**config.mk**
```make
export PLATFORM = sky130hd
export DESIGN_NAME = instruction_fetch_unit
export DESIGN_NICKNAME = d
export VERILOG_FILES = /design/src/rtl/instruction_fetch_unit.sv
export SDC_FILE = /design/constraint.sdc
export NUM_CORES = 1
export LEC_CHECK = 0
export CORE_UTILIZATION = 40
export CTS_BUF_LIST = sky130_fd_sc_hd__clkbuf_2 sky130_fd_sc_hd__clkbuf_4 sky130_fd_sc_hd__clkbuf_8
export DETAILED_ROUTE_END_ITERATION = 10
export HOLD_SLACK_MARGIN = 0.08
export PLACE_DENSITY_LB_ADDON = 0.15
export SLEW_MARGIN = 25
export SYNTH_ARGS = -nofsm -noshare
export SYNTH_HDL_FRONTEND = slang
export SYNTH_SLANG_ARGS = --single-unit
```
**constraint.sdc**
```tcl
create_clock -name clk -period 4.9 [get_ports clk]
set_clock_uncertainty 0.1 [all_clocks]
set_input_delay 0.49 -clock clk [delete_from_list [all_inputs] [get_ports clk]]
set_output_delay 0.49 -clock clk [all_outputs]
set_load 0.03 [all_outputs]
```
**src/rtl/instruction_fetch_unit.sv**
```systemverilog
// Instruction fetch front end: owns the PC, fetches words over a req/ack handshake,
// holds them in the instruction register for the decoder and resolves the next PC.
module instruction_fetch_unit #(
    parameter int unsigned       PC_W     = 8,
    parameter int unsigned       INSTR_W  = 17,
    parameter logic [PC_W-1:0]   RESET_PC = '0
) (
    input  logic               clk,
    input  logic               rst,
    output logic               imem_req,
    output logic [PC_W-1:0]    imem_addr,
    input  logic               imem_ack,
    input  logic [INSTR_W-1:0] imem_rdata,
    output logic [INSTR_W-1:0] Instruction_out,
    output logic               instr_valid,
    input  logic               stall,
    input  logic [1:0]         BS,
    input  logic               PS,
    input  logic               Z,
    input  logic [PC_W-1:0]    branch_off,
    input  logic [PC_W-1:0]    RAA,
    output logic [PC_W-1:0]    PC,
    output logic [PC_W-1:0]    PC_plus1
);

    typedef enum logic [1:0] {
        RST_WAIT = 2'd0,
        FETCH    = 2'd1,
        ISSUE    = 2'd2
    } state_t;

    state_t             state_q, state_d;
    logic [PC_W-1:0]    pc_q, pc_d;
    logic [INSTR_W-1:0] ir_q, ir_d;

    logic [PC_W-1:0]    pc_inc;
    logic [PC_W-1:0]    pc_rel;
    logic               cond_taken;

    // Modulo-2^PC_W adders; a two's-complement offset wraps the same way as an unsigned add.
    assign pc_inc     = pc_q + PC_W'(1);
    assign pc_rel     = pc_q + branch_off;
    assign cond_taken = Z ^ PS;

    always_comb begin
        // NOTE: every signal written here gets a default first, so no path leaves it unassigned and no latch is inferred.
        state_d = state_q;
        pc_d    = pc_q;
        ir_d    = ir_q;

        unique case (state_q)
            RST_WAIT: begin
                state_d = FETCH;
            end
            FETCH: begin
                if (imem_ack) begin
                    ir_d    = imem_rdata;
                    state_d = ISSUE;
                end
            end
            ISSUE: begin
                // Branch controls are only meaningful on the cycle the stall releases.
                if (!stall) begin
                    state_d = FETCH;
                    unique case (BS)
                        2'b00: pc_d = pc_inc;
                        2'b01: pc_d = cond_taken ? pc_rel : pc_inc;
                        2'b10: pc_d = pc_rel;
                        2'b11: pc_d = RAA;
                        default: pc_d = pc_inc;
                    endcase
                end
            end
            default: begin
                state_d = RST_WAIT;
            end
        endcase
    end

    always_ff @(posedge clk) begin
        // NOTE: sequential state uses non-blocking assignments so every flop samples pre-edge values.
        if (rst) begin
            state_q <= RST_WAIT;
            pc_q    <= RESET_PC;
            ir_q    <= '0;
        end else begin
            state_q <= state_d;
            pc_q    <= pc_d;
            ir_q    <= ir_d;
        end
    end

    assign imem_req        = (state_q == FETCH);
    assign instr_valid     = (state_q == ISSUE);
    assign imem_addr       = pc_q;
    assign PC              = pc_q;
    assign PC_plus1        = pc_inc;
    assign Instruction_out = ir_q;

endmodule

```
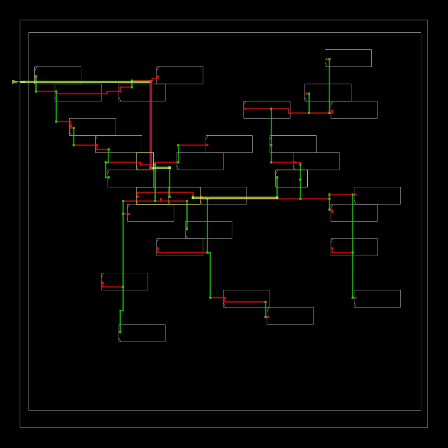
Figure 1: run 1, clock wiring as the flow saved it.
FFs & Latches: 27
TritonCTS buffer count: 3
Clock Sink Count: 27
clk_buf instances: 4

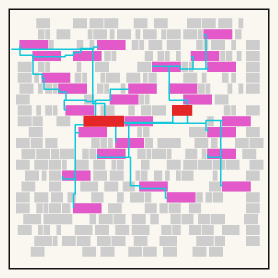
Figure 2: run 1, clock distribution.
(4 px per um)
[magenta] flip-flops | count: 27
[cyan] clock wires | length: 314 um
[red] clock drivers | count: 3
routed clock nets: 4

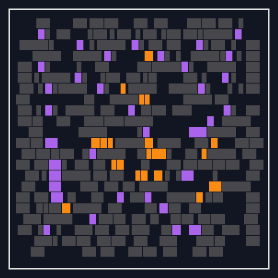
Figure 3: run 1, gate families picked out.
(4 px per um)
| colour | family | cells | where |
|---|---|---|---|
| orange | nor cells | 20 | centre |
| purple | aoi and oai cells | 35 | spread over the die |

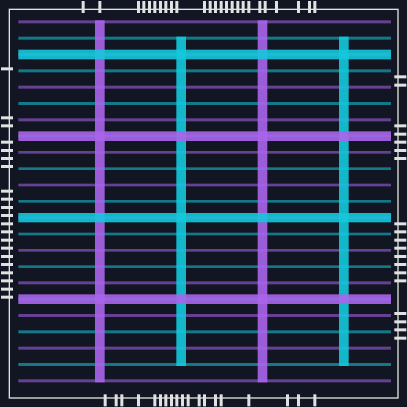
Figure 4: run 1, floorplan with the power grid.
(6 px per um) Pins as bars on the die edge.
| colour | net |
|---|---|
| cyan | VDD |
| purple | VSS |
met5 straps: 4
met4 straps: 4
rows: 22
signal pins: 84
Worst IR Drop VDD: 212 uV
Die Wd: 64.5 um
Core Region: 3720 sq um

==> out/results.tsv, run 1 <==
metric	value	unit
status	completed	
pin count of the biggest net entering global routing	29	
ys cells	191	
# Post-CTS Setup Buffers	0	
pre-CTS setup slack	2380	ps
Total GRT Usage	19.5	%
WL final	3.93	mm
Hold Crit Class	flop to flop	
EDFF count, synth	0	
CP Buf/Inv Count	1	
CP delay by family, top	buffers and inverters	
setup TNS	0	ps
crit-path cells	ha_1 -> nand3_2 -> nor2_2 -> xor2_2 -> clkdlybuf4s50_1	
final setup margin	2130	ps
Synth mux share	0	%
Critical Path RT	4310	ps
Vias/cell	5.04	
GRT overflow	0	
Final Max Slew Viols	0	
XOR/XNOR Area Share	7.76	%
WL/cell	12.6	um
I/O pins	84	
cell taking the most area after synthesis	dfxtp_1	
H-tree depth	1	
# nets final	314	
Worst-Margin Slew	616	ps
power per cell area	211	nW/um^2
setup violators final	0	
total number of vias	1567	
Synth top cells by count	40 x nand2_1, 27 x dfxtp_1, 24 x a21oi_1	
Ant. Diodes	0	
yosys aoi share	20.0	%
Crit Path Category	flop to output port	
DP Cell Count	307	
Final period util	56.5	%
Layout Cells excl Fill	311	
Critical Path Start Type	flop	
Routability Congestion	0.766	
Yosys warnings	0	
area grow syn2layout	54.5	%
Synth Register Bits	27	
Critical Path Fanout Max	7	
sw frac	28.8	%
Logic pwr share	27.8	%
sw power	0.147	mW
CTS tree	built	
vias in the first global route	1432	
Latency at later pin	270	ps
Lkg Pwr	0.917	nW
tool warnings	26	
Seq/Total Area, Yosys	34.6	%
Dominant flop cell	dfxtp_1	
# resized after CTS	0	
Pint	0.363	mW
CP Capture Type	output port	
top-count cell post-synth	nand2_1	
first-pass GRT wire length	6.50	mm
fraction of layout cells with a size suffix above 1	5.70	%
relative slew slack	59.0	%
Flop pwr share	46.6	%
clk slew on worst S/H paths	90	ps
Hold Crit Start	Instruction_out[3]	
asr flop ratio synth	0	%
cell area after placement	2370	sq um
Top cells by area	dfxtp_1 35%, nand2_1 9.6%, a21oi_1 7.7%, ha_1 6.4%, xnor2_1 3.9%	
==> run 1: power by group through the flow <==
stage               combinational (mW)  sequential [mW]  clock [mW]
CTS                              0.142            0.238       0.134
detailed placement               0.142            0.243           0
finish                           0.142            0.237       0.130
global route                     0.152            0.239       0.144
global placement                 0.141            0.242           0
floorplan                       0.0588            0.258           0
==> run 1: cell type report <==
| class | instances | area, sq um |
|---|---|---|
| timing repair buffer | 84 | 838 |
| tap | 48 | 60.1 |
| multi-input combinational | 142 | 906 |
| inverter | 6 | 22.5 |
| sequential | 27 | 541 |
| clock buffer | 4 | 48.8 |
| fill | 359 | 1300 |
==> run 1: metal layers <==
metal  track usage (%)  wire length, um
met5                 0                0
met4              1.67               13
met3              3.87              221
met2              32.8             1870
met1              26.5             1820
==> run 1: worst reg2reg max path: stages (launching register included) <==
cell and delay [ps]:
dfxtp_1 490, ha_1 220, inv_1 50, fa_1 390, nor2b_1 140, o21ai_1 80
nand2b_1 110, a31oi_1 100, xnor2_1 140, o21ba_1 170
==> run 1: placed cells by master, fill, tap and decap left out, types with 3 or more instances in the layout <==
master,netlist,layout
a21o_1,3,3
xor2_1,5,5
a221oi_1,4,4
ha_1,8,8
dfxtp_1,27,27
inv_1,6,6
nand3_1,3,3
xnor2_1,7,7
clkbuf_8,0,3
nand2_1,40,40
nor3_1,5,5
a221o_1,6,6
clkdlybuf4s50_1,0,83
nor2_1,8,8
nor2b_1,3,3
a21oi_1,24,24
==> run 1: through the flow <==
step / utilization (%) / power [mW]
6_report: 65.0 / 0.509
5_1_grt: 65.0 / 0.536
4_1_cts: 65.0 / 0.514
3_5_place_dp: 63.7 / 0.384
3_3_place_gp: 63.7 / 0.383
2_1_floorplan: - / 0.317
==> run 1: cell families (layout without fill, tap and decap cells) <==
kind of cell             after synthesis  in the layout
buffers and inverters                 22             94
flip-flops                            27             27
AND/OR/NAND/NOR                       74             74
AND-OR/OR-AND                         46             46
XOR/XNOR                              13             13
adder cells (fa/ha/maj)                9              9
==> run 1: flip-flops by register name, summed over array words and instances (netlist names) <==
| name | cells |
|---|---|
| state_q | 2 |
| PC | 8 |
| Instruction_out | 17 |
==> run 1: worst max path at each step <==
| stage | end | cells past startpoint | slack [ps] | start |
|---|---|---|---|---|
| global placement | PC[6] | 10 | 2440 | branch_off[0] |
| global route | PC_plus1[6] | 5 | 2020 | PC[1] |
| floorplan | PC[6] | 7 | 2720 | PC[1] |
| CTS | PC_plus1[6] | 5 | 2130 | PC[0] |
| detailed placement | PC[6] | 10 | 2380 | branch_off[0] |
| finish | PC_plus1[6] | 5 | 2130 | PC[0] |
Figure 5. Routed metal, one colour a layer (run 1).
(8 px per um)
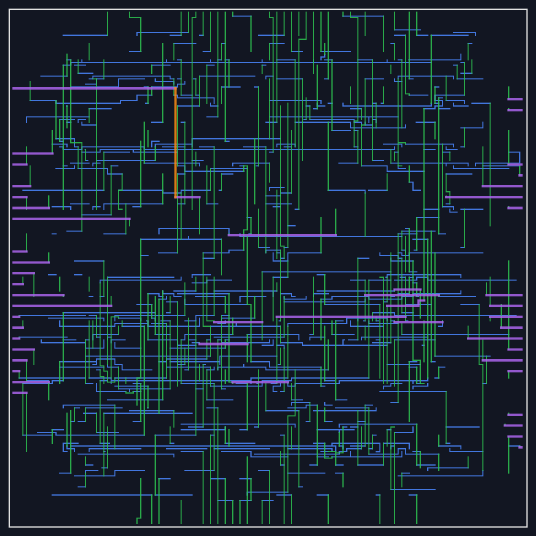

==> run 1 -> run 2 <==
Settings changed: CORE_UTILIZATION 40 to 36.
Clock period 4.9 ns to 2.5 ns, I/O delays scaled along.
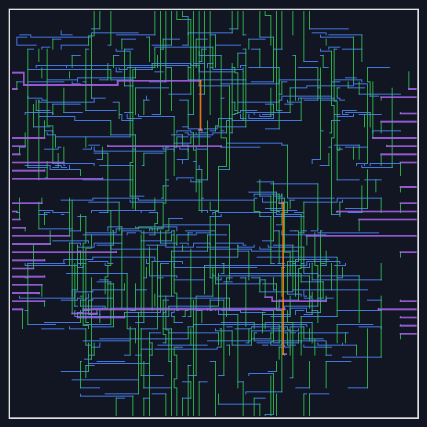
Figure 6: run 2, routed metal, one colour a layer.
(6 px per um)
| colour | layer | wire length |
|---|---|---|
| green | metal 2 | 1850 um |
| purple | metal 3 | 320 um |
| blue | metal 1 | 1880 um |
| orange | metal 4 | 33.3 um |
WL final: 4.08 mm
Total GRT Usage: 18.4%
total number of vias: 1597
WL/cell: 12.9 um

==> run 2 against run 1 <==
Via count up 1.9%. Largest cell class unchanged. Combinational power rose by 99%. Cell count grew 1.9%.
==> out/results.tsv, run 2 <==
metric	value	unit	change
ys cells	191		unchanged
sw frac	28.9	%	+0.057 points
Synth Register Bits	27		unchanged
Dominant flop cell	dfxtp_1		
CP Capture Type	output port		
Critical Path Fanout Max	7		unchanged
fraction of layout cells with a size suffix above 1	7.12	%	+1.4 points
Core Region	4090	sq um	+10%
setup violators final	0		unchanged
final core utilization	59.9	%	-5.1 points
# Post-CTS Setup Buffers	0		unchanged
Routed met3 length	320	um	+45%
Final period util	95.2	%	
Die Wd	67.9	um	+5.2%
max FFs per register	17		unchanged
Seq/Total Area, Yosys	34.6	%	unchanged
Top cells by area	dfxtp_1 35%, nand2_1 9.6%, a21oi_1 7.7%, ha_1 6.4%, xnor2_1 3.9%		
top-count cell post-synth	nand2_1		
# nets final	318		+1.3%
crit-path cells	nand3_2 -> nor3_2 -> xnor2_1 -> clkdlybuf4s50_1		
# resized after CTS	0		unchanged
Ant. Diodes	0		unchanged
Worst Setup SP	PC[4]		
DR WL met2	1.85	mm	-1.4%
Crit Path Category	flop to output port		
area grow syn2layout	56.6	%	
Latency at later pin	270	ps	about the same
H-tree depth	1		unchanged
DP Cell Count	313		+2.0%
Yosys warnings	0		unchanged
clk slew on worst S/H paths	90	ps	about the same
GRT overflow	0		unchanged
sw power	0.289	mW	+97%
Critical Path RT	2150	ps	-2160 ps
power per cell area	409	nW/um^2	+94%
vias in the first global route	1406		-1.8%
Pint	0.713	mW	+97%
pre-CTS setup slack	244	ps	-2140 ps
Worst IR Drop VDD	378	uV	+78%
status	completed		
met1 wire length	1.88	mm	+3.0%
Clock Sink Count	27		unchanged
relative slew slack	57.7	%	-1.3 points
Lkg Pwr	0.938	nW	+2.3%
Vias/cell	5.04		about the same
Worst setup endpoint	PC_plus1[7]		
Hold Crit Class	flop to flop		
first-pass GRT wire length	6.49	mm	-0.20%
Critical Path Start Type	flop		
Flop pwr share	46.2	%	-0.4 points
TritonCTS buffer count	3		unchanged
setup TNS	0	ps	unchanged
I/O pins	84		unchanged
cell area after placement	2400	sq um	+1.4%
Routability Congestion	0.811		+5.9%
tool warnings	26		unchanged
Worst-Margin Slew	633	ps	+17.6 ps
final setup margin	121	ps	-2010 ps
most frequent cells in the layout	83 x clkdlybuf4s50_1, 40 x nand2_1, 27 x dfxtp_1, 24 x a21oi_1		
Synth top cells by count	40 x nand2_1, 27 x dfxtp_1, 24 x a21oi_1		
Final Max Slew Viols	0		unchanged
Pwr Total	1.00	mW	+97%
Logic pwr share	28.3	%	+0.5 points
pin count of the biggest net entering global routing	19		-34%
EDFF count, synth	0		unchanged
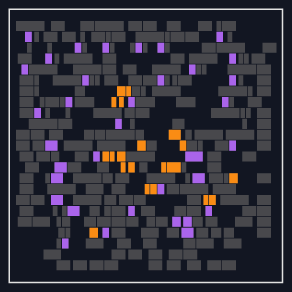
Figure 7: run 2, gate families picked out.
(4 px per um)
| colour | family | cells |
|---|---|---|
| orange | nor cells | 20 |
| purple | aoi and oai cells | 35 |
most frequent logic cell in the layout: clkdlybuf4s50_1
Comb/total area: 37.0%
Layout Cells excl Fill: 317

[run 2: cell counts after synthesis]
Identical to the previous run, type by type.
[run 2: worst min-delay path by stage]
stage | from | to | slack, ps | depth (start not counted)
3_5_place_dp | Instruction_out[2] | Instruction_out[2] | 350 | 2
4_1_cts | Instruction_out[2] | Instruction_out[2] | 360 | 2
6_report | Instruction_out[15] | Instruction_out[15] | 360 | 2
2_1_floorplan | imem_rdata[0] | Instruction_out[0] | 290 | 2
3_3_place_gp | Instruction_out[1] | Instruction_out[1] | 340 | 2
5_1_grt | Instruction_out[2] | Instruction_out[2] | 380 | 2
[run 2: layer usage]
metal,global-route usage [%],vias up
li1,-,809
met1,24.2,729
met2,30.1,55
met3,5.17,4
met4,3.13,0
met5,0,-
[run 2: area by class of cell]
cell class	count	area (sq um)
inverter	6	22.5
sequential	27	541
timing repair buffer	88	868
clock buffer	4	48.8
fill	396	1640
tap	50	62.6
multi-input combinational	142	906
[run 2: power by group through the flow]
stage                     clock [mW]  sequential (mW)  combinational, mW
after CTS                      0.266            0.463              0.285
after floorplan                    0            0.506              0.115
after global placement             0            0.473              0.282
after global routing           0.289            0.467              0.304
final                          0.256            0.463              0.283
after detailed placement           0            0.473              0.284
[run 2: critical path: cells and delay by family, from the launching register on]
kind / cells / cell delay [ps]
simple gates: 2 / 360
flops: 1 / 520
buf+inv: 1 / 710
xor+xnor: 1 / 170
[run 2: cells by family after synthesis]
group	after synthesis	share of synthesized area, %
simple gates	74	22.5
compound gates	46	20.0
flops	27	34.6
buf+inv	22	7.52
xor+xnor	13	7.76
fa+ha+maj	9	7.68
Figure 8. Clock distribution (run 2).
(4 px per um)
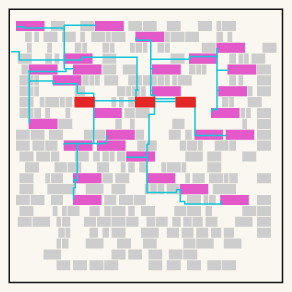

==> run 2 -> run 3 <==
Settings changed: CORE_UTILIZATION 36 to 35, CTS_BUF_LIST sky130_fd_sc_hd__clkbuf_2 sky130_fd_sc_hd__clkbuf_4 sky130_fd_sc_hd__clkbuf_8 to not set.
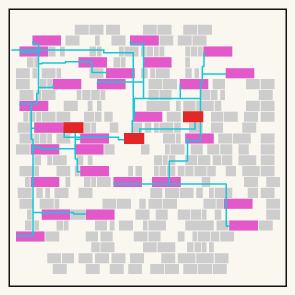
Figure 9: run 3, clock distribution.
(4 px per um)
[cyan] clock wires | length: 374 um
[magenta] flip-flops | count: 27
[red] clock drivers | count: 3
routed clock nets: 4

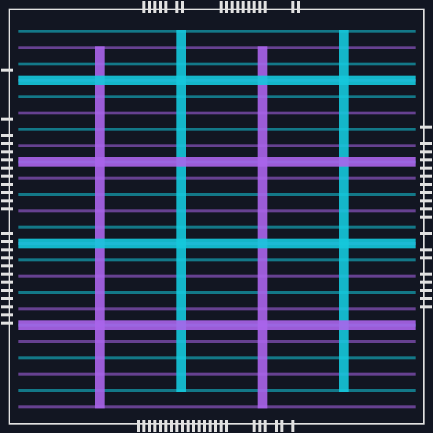
Figure 10: run 3, floorplan with the power grid.
(6 px per um) Pins as bars on the die edge.
| colour | net |
|---|---|
| purple | VSS |
| cyan | VDD |
rows: 23
signal pins: 84
met5 straps: 4

==> run 3 against run 2 <==
Setup slack worse by 12 ps. Clock-buffer cell count down 1. Worst hold slack lost 0.61 ps. Register-to-register slack about the same. Critical path type unchanged. Cell count did not move. Flip-flop count unchanged. Critical path depth unchanged. First-iteration DRC count decreased by 7.8%. Power shrank 0.24%. Wire length up 1.5%. Global-route usage increased by 0.68 points.
==> out/results.tsv, run 3 <==
metric	value	unit	change
Lkg Pwr	0.942	nW	+0.42%
DRC	0		
Yosys warnings	0		unchanged
# nets final	318		unchanged
Worst IR Drop VDD	464	uV	+23%
Critical Path RT	2150	ps	about the same
WL/cell	13.1	um	+1.5%
Seq/Total Area, Yosys	34.6	%	unchanged
syn_nets	241		
yosys synthesis chip area	1560	sq um	
Critical Path Start Type	flop		
Die Wd	68.8	um	+1.4%
H-tree depth	1		unchanged
filler instances	393		-0.76%
area grow syn2layout	56.3	%	
Largest stage delay, worst path	710	ps	
antenna violations before repair	0		
Avg Inst Size Synth	8.19	sq um	
CTS tree	built		
most frequent logic cell in the layout	clkdlybuf4s50_1		
tool warnings	26		unchanged
f_max	418	MHz	
Post-Syn Instances	191		
Worst-Margin Slew	575	ps	-57.9 ps
power per cell area	409	nW/um^2	about the same
PortBufs	83		
row count	23		
RSZ-0062 raised after global routing	false		
clk slew on worst S/H paths	90	ps	about the same
EDFF count, synth	0		unchanged
setup TNS	0	ps	unchanged
crit-path cells	ha_1 -> nand3_2 -> xnor2_1 -> clkdlybuf4s50_1		
final hold violations	0		
Crit Path Category	flop to output port		
CP Capture Type	output port		
TritonCTS buffer count	3		unchanged
total iterations of the first detailed-routing run	4		
ys cells	191		unchanged
maxcap violations	0		
Netlist Area Pre-Place	1560	sq um	
pin count of the biggest net entering global routing	19		unchanged
slowest cell on the critical path	clkdlybuf4s50_1		
asr flop ratio synth	0	%	
vias in the first global route	1439		+2.3%
remaining antenna violation count	0		
cell taking the most area after synthesis	dfxtp_1		
critical path arrival	2040	ps	
status	completed		
total number of vias	1557		-2.5%
Synth top cells by count	40 x nand2_1, 27 x dfxtp_1, 24 x a21oi_1		
Final Max Slew Viols	0		unchanged
fraction of layout cells with a size suffix above 1	7.12	%	unchanged
relative slew slack	61.5	%	+3.9 points
FF/Latch Area	541	sq um	unchanged
die area	4740	sq um	
Final period util	95.6	%	+0.48 points
pre-CTS setup slack	231	ps	-13.2 ps
Critical Path Fanout Max	7		unchanged
Comb area	906	sq um	unchanged
Vias/cell	4.91		-2.5%
Clock Root Buffer	clkbuf_8		
Final min period	2390	ps	
GRT overflow	0		unchanged
first-pass GRT wire length	6.67	mm	+2.8%
DRT iter0 DRCs	83		
WL final	4.14	mm	+1.5%
die height	68.8	um	
Latency at later pin	280	ps	about the same
top-count cell post-synth	nand2_1		
Ant. Diodes	0		unchanged
Initial Utilization	37.7	%	
hold buffers post-CTS	0		
final setup margin	109	ps	-12.1 ps
# Post-CTS Setup Buffers	0		unchanged
max FFs per register	17		unchanged
Layout Cells excl Fill	317		unchanged
post-DP HPWL	3.21	mm	
Synth cell types	38		
Clock Sink Count	27		unchanged
clk buf depth	2		
Dominant flop cell	dfxtp_1		
DP Cell Count	313		unchanged
I/O pins	84		unchanged
Routability Congestion	0.789		-2.7%
setup violators final	0		unchanged
Synth Register Bits	27		unchanged
Total GRT Usage	19.0	%	+0.68 points
Synth top area share	34.6	%	
Top cells by area	dfxtp_1 35%, nand2_1 9.6%, a21oi_1 7.7%, ha_1 6.4%, xnor2_1 3.9%		
Hold Crit Class	flop to flop		
Core Region	4140	sq um	+1.4%
most frequent cells in the layout	82 x clkdlybuf4s50_1, 40 x nand2_1, 27 x dfxtp_1, 24 x a21oi_1		
[run 3: netlist changes by cell type in the layout (fill, tap and decap cells not counted), sizes merged]
cell	previous run	this run
clkdlybuf4s50	83	82
clkinv	0	1
clkbuf	4	3
dlygate4sd2	0	1
[run 3: worst max-delay path: cells and delay by family, from the launching register on]
kind | cells | cell delay [ps]
buf+inv | 1 | 710
flops | 1 | 470
fa+ha+maj | 1 | 240
simple gates | 1 | 110
xor+xnor | 1 | 230
[run 3: path summary, 6_finish.rpt]
check / from / end / slack [ps] / cells after the start
setup / recovery: PC[0] / PC_plus1[4] / 110 / 4
hold / removal: Instruction_out[0] / Instruction_out[0] / 360 / 2
setup reg to reg: PC[0] / PC[6] / 440 / 9
hold reg to reg: Instruction_out[0] / Instruction_out[0] / 360 / 2
[run 3: per-layer routing]
metal | global-route usage (%) | wire length [um] | vias up
met2 | 30.5 | 1920 | 53
met1 | 24.7 | 1830 | 695
met4 | 3.06 | 17 | 0
met5 | 0 | 0 | -
li1 | - | - | 807
met3 | 7.07 | 371 | 2
[run 3: cell families (layout without fill, tap and decap cells)]
kind of cell	count (synthesis)	after routing	share of synthesized area, %
XOR/XNOR	13	13	7.76
buffers and inverters	22	98	7.52
AND/OR/NAND/NOR	74	74	22.5
AND-OR/OR-AND	46	46	20.0
flip-flops	27	27	34.6
adder cells (fa/ha/maj)	9	9	7.68
[run 3: final cells by class]
class | instances | area share (%)
clock inverters | 1 | 0.205
repair buffers | 88 | 35.5
well taps | 50 | 2.56
inverters | 6 | 0.921
clock buffers | 3 | 1.69
multi-input cells | 142 | 37.1
flip-flops and latches | 27 | 22.1
[run 3: report_power, final]
part           internal, mW  switching [mW]  leakage, nW
clock                 0.112           0.143       0.0255
sequential            0.449          0.0147        0.220
combinational         0.139           0.143        0.697
[run 3: through the flow]
step                      instance area (sq um)  hold WS [ps]  total power, mW  util, %
after floorplan                            1560           286            0.621        -
after detailed placement                   2400           347            0.756     57.9
final                                      2440           357             1.00     59.0
after global routing                       2440           374             1.05     59.0
after global placement                     2400           341            0.756     57.9
after CTS                                  2440           359             1.01     59.0
[run 3: timing repair]
action | in CTS | in global routing
hold endpoints to repair | 0 | 0
setup endpoints to repair | 1 | 0
gates resized | 1 | 0
Power is estimated from default activity; no workload was simulated.
